## src/rtl/hdcp_seq_ctl_pkg.sv

```systemverilog
// hdcp_seq_pkg: shared definitions for the HDCP 1.4 cipher sequencer.
//   - state encoding (also the CSR readback encoding of the `state` port)
//   - decoded CTL3..0 codes that switch encryption in EESS mode
package hdcp_seq_pkg;

  // State encoding as seen by software through the CSR map.
  localparam logic [3:0] ST_UNPLUG      = 4'd0;
  localparam logic [3:0] ST_WAIT_AKSV   = 4'd1;
  localparam logic [3:0] ST_AUTH_PULSE  = 4'd2;
  localparam logic [3:0] ST_AUTH_WAIT   = 4'd3;
  localparam logic [3:0] ST_FRAME_PULSE = 4'd4;
  localparam logic [3:0] ST_FRAME_WAIT  = 4'd5;
  localparam logic [3:0] ST_WAIT_ENC    = 4'd6;
  localparam logic [3:0] ST_READY       = 4'd7;
  localparam logic [3:0] ST_REKEY_WAIT  = 4'd8;
  localparam logic [3:0] ST_ERROR       = 4'd9;

  typedef enum logic [3:0] {
    S_UNPLUG      = ST_UNPLUG,
    S_WAIT_AKSV   = ST_WAIT_AKSV,
    S_AUTH_PULSE  = ST_AUTH_PULSE,
    S_AUTH_WAIT   = ST_AUTH_WAIT,
    S_FRAME_PULSE = ST_FRAME_PULSE,
    S_FRAME_WAIT  = ST_FRAME_WAIT,
    S_WAIT_ENC    = ST_WAIT_ENC,
    S_READY       = ST_READY,
    S_REKEY_WAIT  = ST_REKEY_WAIT,
    S_ERROR       = ST_ERROR
  } seq_state_t;

  // CTL3..0 codes sampled during vsync in EESS mode.
  localparam logic [3:0] CTL_ENC_EN  = 4'b1001;
  localparam logic [3:0] CTL_ENC_DIS = 4'b0001;

endpackage

```

## src/rtl/hdcp_pulse_delay.sv

```systemverilog
// hdcp_pulse_delay: fixed-latency delay line for single-cycle pulses.
// A pulse on `in` reappears on `out` exactly LAT cycles later; `flush`
// discards every pulse still in flight.
//   clk   - clock
//   rst   - synchronous active-high reset
//   flush - synchronous clear of the pipeline
//   in    - pulse to delay
//   out   - delayed pulse (registered)
module hdcp_pulse_delay #(
  parameter int LAT = 2
) (
  input  logic clk,
  input  logic rst,
  input  logic flush,
  input  logic in,
  output logic out
);

  logic [LAT-1:0] shift_r;

  // Shift register; the shift form also covers LAT == 1.
  always_ff @(posedge clk) begin
    if (rst || flush) begin
      shift_r <= {LAT{1'b0}};
    end else begin
      shift_r <= (shift_r << 1) | LAT'(in);
    end
  end

  assign out = shift_r[LAT-1];

endmodule

```

## src/rtl/hdcp_seq_ctl.sv

```systemverilog
// hdcp_seq_ctl: HDCP 1.4 cipher sequencer for the overlay receive path.
// Detects the AKsv write that starts authentication and then walks an
// external hdcp_cipher through auth, per-frame re-init and per-line rekey.
// Inputs : clk, rst, hpd (high = no cable), aksv_write, eess (mode select),
//          de, vsync, line_end, adv, ctl_code[3:0], cipher_ready.
// Outputs: cipher_init, cipher_auth, cipher_rekey, cipher_stream_ena,
//          enc_active, ri_update, frame_cnt, timeout_err, state[3:0].
// All control outputs are registered and follow the state by one cycle.
module hdcp_seq_ctl
  import hdcp_seq_pkg::*;
#(
  parameter int FRAME_CNT_W = 7,
  parameter int REKEY_LAT   = 2,
  parameter int TIMEOUT     = 4096,
  parameter int TO_W        = 13
) (
  input  logic                   clk,
  input  logic                   rst,
  input  logic                   hpd,
  input  logic                   aksv_write,
  input  logic                   eess,
  input  logic                   de,
  input  logic                   vsync,
  input  logic                   line_end,
  input  logic                   adv,
  input  logic [3:0]             ctl_code,
  input  logic                   cipher_ready,
  output logic                   cipher_init,
  output logic                   cipher_auth,
  output logic                   cipher_rekey,
  output logic                   cipher_stream_ena,
  output logic                   enc_active,
  output logic                   ri_update,
  output logic [FRAME_CNT_W-1:0] frame_cnt,
  output logic                   timeout_err,
  output logic [3:0]             state
);

  seq_state_t             state_r;
  logic                   vsync_d_r;
  logic                   eess_r;
  logic                   seen_low_r;
  logic                   first_frame_r;
  logic [TO_W-1:0]        to_cnt_r;
  logic [FRAME_CNT_W-1:0] frame_cnt_r;
  logic                   enc_active_r;
  logic                   init_r;
  logic                   auth_r;
  logic                   stream_r;
  logic                   ri_r;
  logic                   timeout_err_r;

  logic vsync_rise_s;
  logic eess_mode_s;
  logic hs_done_s;
  logic hs_expired_s;
  logic rekey_launch_s;
  logic flush_s;

  assign vsync_rise_s   = vsync & ~vsync_d_r;
  // A mode change presented with the vsync edge applies to that frame.
  assign eess_mode_s    = vsync_rise_s ? eess : eess_r;
  // The cipher must have shown busy before its ready counts as done.
  assign hs_done_s      = seen_low_r & cipher_ready;
  assign hs_expired_s   = (to_cnt_r == TO_W'(TIMEOUT - 1));
  assign rekey_launch_s = (state_r == S_READY) & line_end & de;
  assign flush_s        = aksv_write | hpd;

  // vsync edge detector and per-frame EESS/OESS mode capture.
  always_ff @(posedge clk) begin
    if (rst) begin
      vsync_d_r <= 1'b0;
      eess_r    <= 1'b0;
    end else begin
      vsync_d_r <= vsync;
      if (vsync_rise_s) begin
        eess_r <= eess;
      end
    end
  end

  // Sequencer FSM with its counters and registered cipher controls.
  always_ff @(posedge clk) begin
    if (rst || hpd) begin
      state_r       <= S_UNPLUG;
      seen_low_r    <= 1'b0;
      first_frame_r <= 1'b0;
      to_cnt_r      <= {TO_W{1'b0}};
      frame_cnt_r   <= {FRAME_CNT_W{1'b0}};
      enc_active_r  <= 1'b0;
      init_r        <= 1'b0;
      auth_r        <= 1'b0;
      stream_r      <= 1'b0;
      ri_r          <= 1'b0;
      timeout_err_r <= 1'b0;
    end else begin
      init_r     <= (state_r == S_AUTH_PULSE) || (state_r == S_FRAME_PULSE);
      auth_r     <= (state_r == S_AUTH_PULSE);
      stream_r   <= (state_r == S_READY) && enc_active_r && adv;
      ri_r       <= 1'b0;
      seen_low_r <= seen_low_r | ~cipher_ready;
      if (aksv_write && (state_r != S_UNPLUG)) begin
        // Re-authentication restart wins over any handshake in progress.
        state_r <= S_AUTH_PULSE;
      end else begin
        case (state_r)
          S_UNPLUG:    state_r <= S_WAIT_AKSV;
          S_WAIT_AKSV: state_r <= S_WAIT_AKSV;
          S_AUTH_PULSE: begin
            frame_cnt_r   <= {FRAME_CNT_W{1'b0}};
            enc_active_r  <= 1'b0;
            timeout_err_r <= 1'b0;
            first_frame_r <= 1'b1;
            to_cnt_r      <= {TO_W{1'b0}};
            seen_low_r    <= 1'b0;
            state_r       <= S_AUTH_WAIT;
          end
          S_AUTH_WAIT: begin
            if (hs_done_s) begin
              state_r <= S_FRAME_PULSE;
            end else if (hs_expired_s) begin
              state_r       <= S_ERROR;
              timeout_err_r <= 1'b1;
            end else begin
              to_cnt_r <= to_cnt_r + TO_W'(1);
            end
          end
          S_FRAME_PULSE: begin
            to_cnt_r   <= {TO_W{1'b0}};
            seen_low_r <= 1'b0;
            state_r    <= S_FRAME_WAIT;
          end
          S_FRAME_WAIT: begin
            if (hs_done_s) begin
              state_r <= S_WAIT_ENC;
              // The key taken straight after auth is frame 0, not a new frame.
              if (first_frame_r) begin
                first_frame_r <= 1'b0;
              end else begin
                frame_cnt_r <= frame_cnt_r + FRAME_CNT_W'(1);
                ri_r        <= &frame_cnt_r;
              end
            end else if (hs_expired_s) begin
              state_r       <= S_ERROR;
              timeout_err_r <= 1'b1;
            end else begin
              to_cnt_r <= to_cnt_r + TO_W'(1);
            end
          end
          S_WAIT_ENC: begin
            if (vsync) begin
              if (!eess_mode_s) begin
                enc_active_r <= 1'b1;
              end else if (ctl_code == CTL_ENC_EN) begin
                enc_active_r <= 1'b1;
              end else if (ctl_code == CTL_ENC_DIS) begin
                enc_active_r <= 1'b0;
              end else begin
                enc_active_r <= enc_active_r;
              end
            end else begin
              state_r <= S_READY;
            end
          end
          S_READY: begin
            // A ready drop beats a simultaneous vsync rise; that frame key
            // is then deferred to the next vsync rise.
            if (!cipher_ready) begin
              to_cnt_r   <= {TO_W{1'b0}};
              seen_low_r <= 1'b1;
              state_r    <= S_REKEY_WAIT;
            end else if (vsync_rise_s) begin
              state_r <= S_FRAME_PULSE;
            end else begin
              state_r <= S_READY;
            end
          end
          S_REKEY_WAIT: begin
            if (hs_done_s) begin
              state_r <= S_READY;
            end else if (hs_expired_s) begin
              state_r       <= S_ERROR;
              timeout_err_r <= 1'b1;
            end else begin
              to_cnt_r <= to_cnt_r + TO_W'(1);
            end
          end
          S_ERROR: state_r <= S_ERROR;
          default: state_r <= S_UNPLUG;
        endcase
      end
    end
  end

  hdcp_pulse_delay #(
    .LAT (REKEY_LAT)
  ) u_rekey_dly (
    .clk   (clk),
    .rst   (rst),
    .flush (flush_s),
    .in    (rekey_launch_s),
    .out   (cipher_rekey)
  );

  assign cipher_init       = init_r;
  assign cipher_auth       = auth_r;
  assign cipher_stream_ena = stream_r;
  assign enc_active        = enc_active_r;
  assign ri_update         = ri_r;
  assign frame_cnt         = frame_cnt_r;
  assign timeout_err       = timeout_err_r;
  assign state             = state_r;

endmodule

```

## config.mk

```make
export PLATFORM = sky130hd
export DESIGN_NAME = hdcp_seq_ctl
export DESIGN_NICKNAME = d
export VERILOG_FILES = /design/src/rtl/hdcp_seq_ctl_pkg.sv /design/src/rtl/hdcp_pulse_delay.sv /design/src/rtl/hdcp_seq_ctl.sv
export SDC_FILE = /design/constraint.sdc
export NUM_CORES = 1
export LEC_CHECK = 0
export ABC_AREA = 1
export CAP_MARGIN = 5
export CORE_MARGIN = 5
export CORE_UTILIZATION = 55
export CTS_BUF_LIST = sky130_fd_sc_hd__clkbuf_4 sky130_fd_sc_hd__clkbuf_8
export DETAILED_ROUTE_END_ITERATION = 16
export PLACE_DENSITY_LB_ADDON = 0.05
export REMOVE_ABC_BUFFERS = 1
export SETUP_SLACK_MARGIN = 0.1
export SKIP_LAST_GASP = 1
export SLEW_MARGIN = 20
export SYNTH_ARGS = -nofsm -noshare
export SYNTH_HDL_FRONTEND = slang
export SYNTH_SLANG_ARGS = --single-unit
```

## constraint.sdc

```tcl
create_clock -name clk -period 1.95 [get_ports clk]
set_clock_uncertainty 0.05 [all_clocks]
set_input_delay 0.195 -clock clk [delete_from_list [all_inputs] [get_ports clk]]
set_output_delay 0.195 -clock clk [all_outputs]
set_load 0.01 [all_outputs]
```

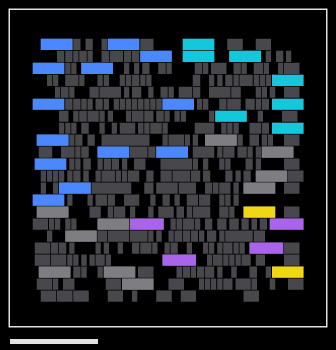
**Above:** run 1 (register map, names as in the netlist).
The bar under the picture is 20 um long. Other sequential cells in the stronger gray, the rest of the logic in the fainter gray.
legend:
  purple:
    name_in_the_netlist: state
    placed_flops: 4
  yellow:
    name_in_the_netlist: u_rekey_dly.shift_r
    placed_flops: 2
  blue:
    name_in_the_netlist: to_cnt_r
    placed_flops: 13
  cyan:
    name_in_the_netlist: frame_cnt
    placed_flops: 7
    where: top right
not colored: 10

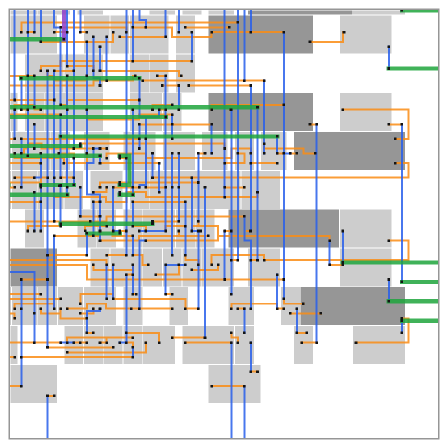
**Above:** run 1 (layout detail).
Window x 39 to 69, y 3 to 33 um. Cells in gray, sequential cells in the stronger gray; small squares are vias.
legend:
  orange:
    layer: metal 1
  blue:
    layer: metal 2
  green:
    layer: metal 3
  purple:
    layer: metal 4
cells with their middle in the window: 71
netlist names of flops here include: state (2), u_rekey_dly.shift_r (2)
most frequent: nand2_1 (12), inv_1 (9), nor2_1 (9)
sequential cells in the window: 5

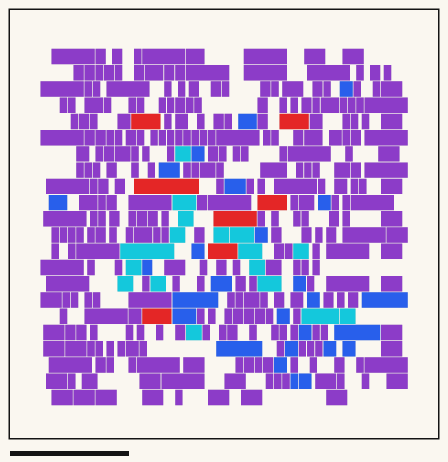
**Above:** run 1 (cell sizes after repair).
The bar under the picture is 20 um long.
legend:
  red:
    size: _6 and larger
    cells: 7
    share: 1.9%
    most_used: clkbuf_8
  blue:
    size: _2 cells
    cells: 26
    share: 7.2%
    most_used: nand2_2
  cyan:
    size: _3 and _4 cells
    cells: 17
    share: 4.7%
    most_used: buf_4
  purple:
    size: _0 and _1 cells
    cells: 311
    share: 86%
    most_used: nand2_1

==> notes.md, run 1 <==
The layout was made with Yosys and OpenROAD.

The class of the tightest hold or removal check is reg -> reg. The number of cells on the worst reg-to-reg path is 9. As logged by OpenROAD, the buffers inserted on ports number 31.

Summing over every cut layer, the via total after detailed routing is between 2000 and 2500. From left edge to right edge, the die measures 71.7 um. The number of fill cells is 335. The flow ran to the end, and the final reports show no timing, DRC or antenna violations. The clock group total power is around 0.67 mW. The area occupied by registers is 726 um^2. The worst path arrival time is 1.83 ns. The flop share of the area is 0.275. The number of clock buffers in the layout is 5. The register with the most flip-flops in the layout has 13 of them.

The pin count of the biggest net entering global routing is 16. The final power report lists total power as 1.54 mW. The wire length reported by the detailed router is 5.03 mm. After detailed routing, the number of vias per cell comes to roughly 5.2.

The cell family with the largest share of critical-path delay is simple AND/OR/NAND/NOR gates. Headroom to the max-slew limit came out at 0.805. The total I/O pin count is 32. For this run, the final setup violation count is recorded as 0. The row count is 22. The share of synthesized area in the top cell type comes to 0.344. The cell depth of the worst min-delay path is 2. The biggest slice of the total power is consumed by registers. In this run, post-CTS hold repair placed 0 buffers.

The die span in y is 71.7 um. The areal power density over the cells is 583 mW/mm^2. The buffer count from post-CTS setup fixing is 0. Setup slack closes at 0.298 ns.

Counting the inverters off the clock network in the layout gives 37. The internal power contribution is 1.18 mW. The total length of routed met2 wires is approximately 2.4 mm. The switching power is 0.360 mW. The dominant logic cell type in the layout is sky130_fd_sc_hd__nand2_1. Of all the cell area in the finished design, the clock network holds 0.0422. The final layout report lists a non-clock buffer count of approximately 41. The post-synthesis share of cell area spent on and, or, nand and nor gates is 0.431. The root buffer cell chosen for the clock tree is sky130_fd_sc_hd__clkbuf_8.

The total overflow left after global routing is 0. After global routing, the most crowded layer is met2. The capture point of the critical path was reported as to_cnt_r[11]. In this build the clock could be raised as far as 605 MHz. The final weighted congestion in routability-driven placement is roughly 0.93. The stage logs contain a warning count of 25. The number of global-route vias before repair is about 2000.

The slew of the pin with the lowest slew margin is roughly 0.29 ns. The met2 track utilization from global routing is 0.344. Per the STA report, the cell with the highest stage delay on the worst path is sky130_fd_sc_hd__dfxtp_1. The combinational group share of total power is 0.080.

between 200 and 250 cells are multi-input combinational gates. The average footprint of a synthesized cell is 6.59 um^2. The endpoint of the most critical register-to-register path is to_cnt_r[11]. For the completed layout, the total cell area is recorded as 0.00264 mm^2. The maximum VDD drop is 489 uV. The startpoint of the most critical register-to-register path is to_cnt_r[1]. The number of cells upsized or downsized after cts is 0.
**Run 1: routed clock nets over the placement**

The bar under the picture is 20 um long.
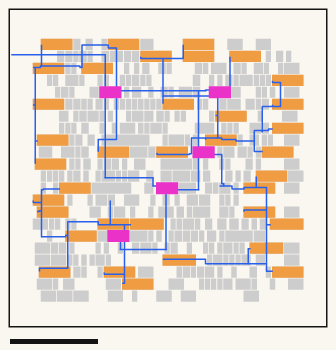

==> run 2, diff against run 1 <==
- clock period: 1.95 -> 1.7 ns (I/O delays scaled with it)
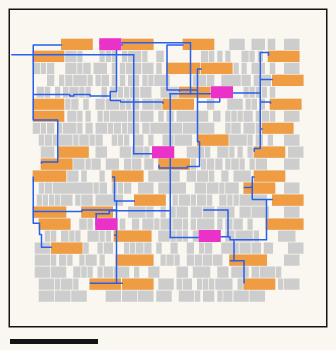
**Above:** run 2 (routed clock nets over the placement).
The bar under the picture is 20 um long.
legend:
  orange:
    item: flip-flops
    count: 36
  blue:
    item: clock wires
    length: 486 um
  magenta:
    item: clock drivers
    count: 5
flops lie: widely spread
routed clock nets: 6

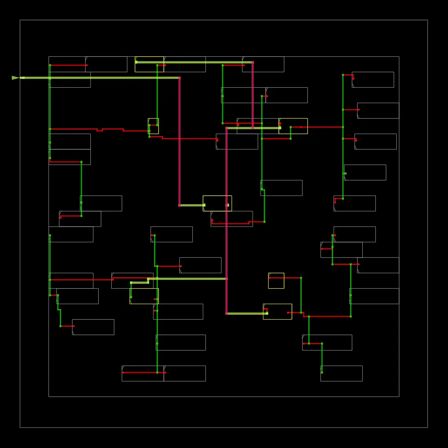
**Above:** run 2 (clock wiring as the flow saved it).
number of clock sinks seen by CTS: 36
worst skew pair latency: 0.29 ns

==> notes.md, run 2 <==
The layout was made with Yosys and OpenROAD.

The number of fill cells was 279 (-17%). The total via count in the routed design is 2243 (+5.5%). In the detailed route, the total length drawn on met3 is 333 um. The post-synthesis xor/xnor area fraction is 0.0293. The setup-violating endpoint count in the final report came to 0 (unchanged). The fraction of synthesized cell area taken by the top area cell type came to 0.344 (unchanged). The clock group total power was 0.587 mW (-12%).

The detailed-route vias per instance came to 5.20 (about the same). The total power after layout came to 1.62 mW (+5.5%). The number of nets still failing antenna checks after routing is 0. The area reported by Yosys stat is about 0.0021 mm^2.

The switching power came to 0.410 mW (+14%). The number of cells upsized or downsized after cts is 8 (+8). The worst setup path is captured at a register. The register share of total power is 0.527. The total length of routed met2 wires is 2.56 mm (+6.5%). For reference, the top logic cell family by area is simple AND/OR/NAND/NOR gates. The met2 track utilization from global routing was 0.330 (-0.0143).

The cell family with the largest share of critical-path delay is simple AND/OR/NAND/NOR gates. The count of plain and timing-repair buffers in the layout came to 64 (+56%). The slew of the pin with the lowest slew margin was 0.273 ns (-0.0180 ns). Leaving out fill and tap cells, the most frequent cells in the layout are sky130_fd_sc_hd__nand2_1 (76), sky130_fd_sc_hd__nor2_1 (42), sky130_fd_sc_hd__inv_1 (33). The most critical min-delay path falls under reg -> reg.

For this run the top cell type by instance count after synthesis was sky130_fd_sc_hd__nand2_1. The final weighted congestion in routability-driven placement is 0.940 (+1.1%). The total I/O pin count came to 32 (unchanged).

The flop share of the area is 0.250 (-0.0253). The total tool warning count is 26 (+4.0%). The maximum clock rate was 636 MHz (+5.1%).

The worst path arrival time is 1.71 ns (-0.12 ns). The number of logic gates came to 239 (unchanged). The number of flip-flops under the largest register name is 13 (unchanged). The wire length reported by the detailed router is 5.37 mm (+6.7%).

The critical path ends at to_cnt_r[0]. Setup repair after global routing could not meet its margin everywhere. The number of cells on the worst reg-to-reg path is 11 (+2). The number of clock buffers in the layout was 5 (unchanged).

The most used routing layer in global routing is met2. The maximum VDD drop is 565 uV (+16%). The buffer count from post-CTS setup fixing is 0 (unchanged).

The die span in y came to 71.7 um (unchanged). The internal power contribution is 1.21 mW (+2.9%). The number of synthesized register bits is 36. Of the total power, the clock network draws 0.362.

The die covers 0.00514 mm^2. The final design instance area without fill is 0.00296 mm^2 (+12%). The dominant power group in this design is registers. The switching portion of total power comes to 0.253. The areal power density over the cells is 548 mW/mm^2 (-6.0%).

The combinational group share of total power came to 0.110 (+0.030). The routed metal-1 wire length is 2.39 mm. The row count is 22 (unchanged). Power attributed to sequential cells is 0.854 mW. Routed signal wires occupy layers up through met4. The CTS clock-pin slew for the worst setup and hold paths is 0.07 ns. The average footprint of a synthesized cell is 6.59 um^2 (unchanged).

In this run the clock root is driven by a sky130_fd_sc_hd__clkbuf_8. By area, the class that comes first in the final layout consists of combinational gates. The area occupied by registers was 739 um^2 (+1.9%).

The worst-case register-to-register setup slack is 0.13 ns. The layout inverter count without the clock tree was 37 (unchanged). The dominant logic cell type in the layout is sky130_fd_sc_hd__nand2_1. The run finished with clean final reports. The pin count of the biggest net entering global routing came to 13 (-3). In this run the critical register-to-register path is launched from state[1]. The number of I/O port buffers came to 31 (unchanged).

The non-clock buffer area fraction after layout is 0.200. The number of global-route vias before repair is 1971 (-2.2%). The post-cts hold buffer count is 0 (unchanged). The smallest setup slack after layout is 0.128 ns (-0.170 ns). The area of the core is around 0.0037 mm^2. The post-placement worst setup slack is -0.00377 ns.

The total grt overflow is 0 (unchanged). The post-synthesis share of cell area spent on and, or, nand and nor gates is 0.431 (unchanged). The highest-delay cell along the critical path is sky130_fd_sc_hd__dfxtp_4.

The type of the setup path with the least slack is reg -> reg. The number of nets in the layout is roughly 400. The die width is 71.7 um (unchanged).

The clock network area share is 0.0275 (-0.0147). The total routing usage reported by global routing is 0.209. The capture point of the worst register-to-register path is recorded as to_cnt_r[0]. The cell depth of the worst min-delay path came to 2 (unchanged).

The multi-input combinational cells in the finished layout cover a total of 0.00135 mm^2. Walking the critical path from launch to capture passes 11 cell instances. The headroom to the max-slew limit is 0.817 (+0.0120).
Power is estimated from default activity; no workload was simulated.
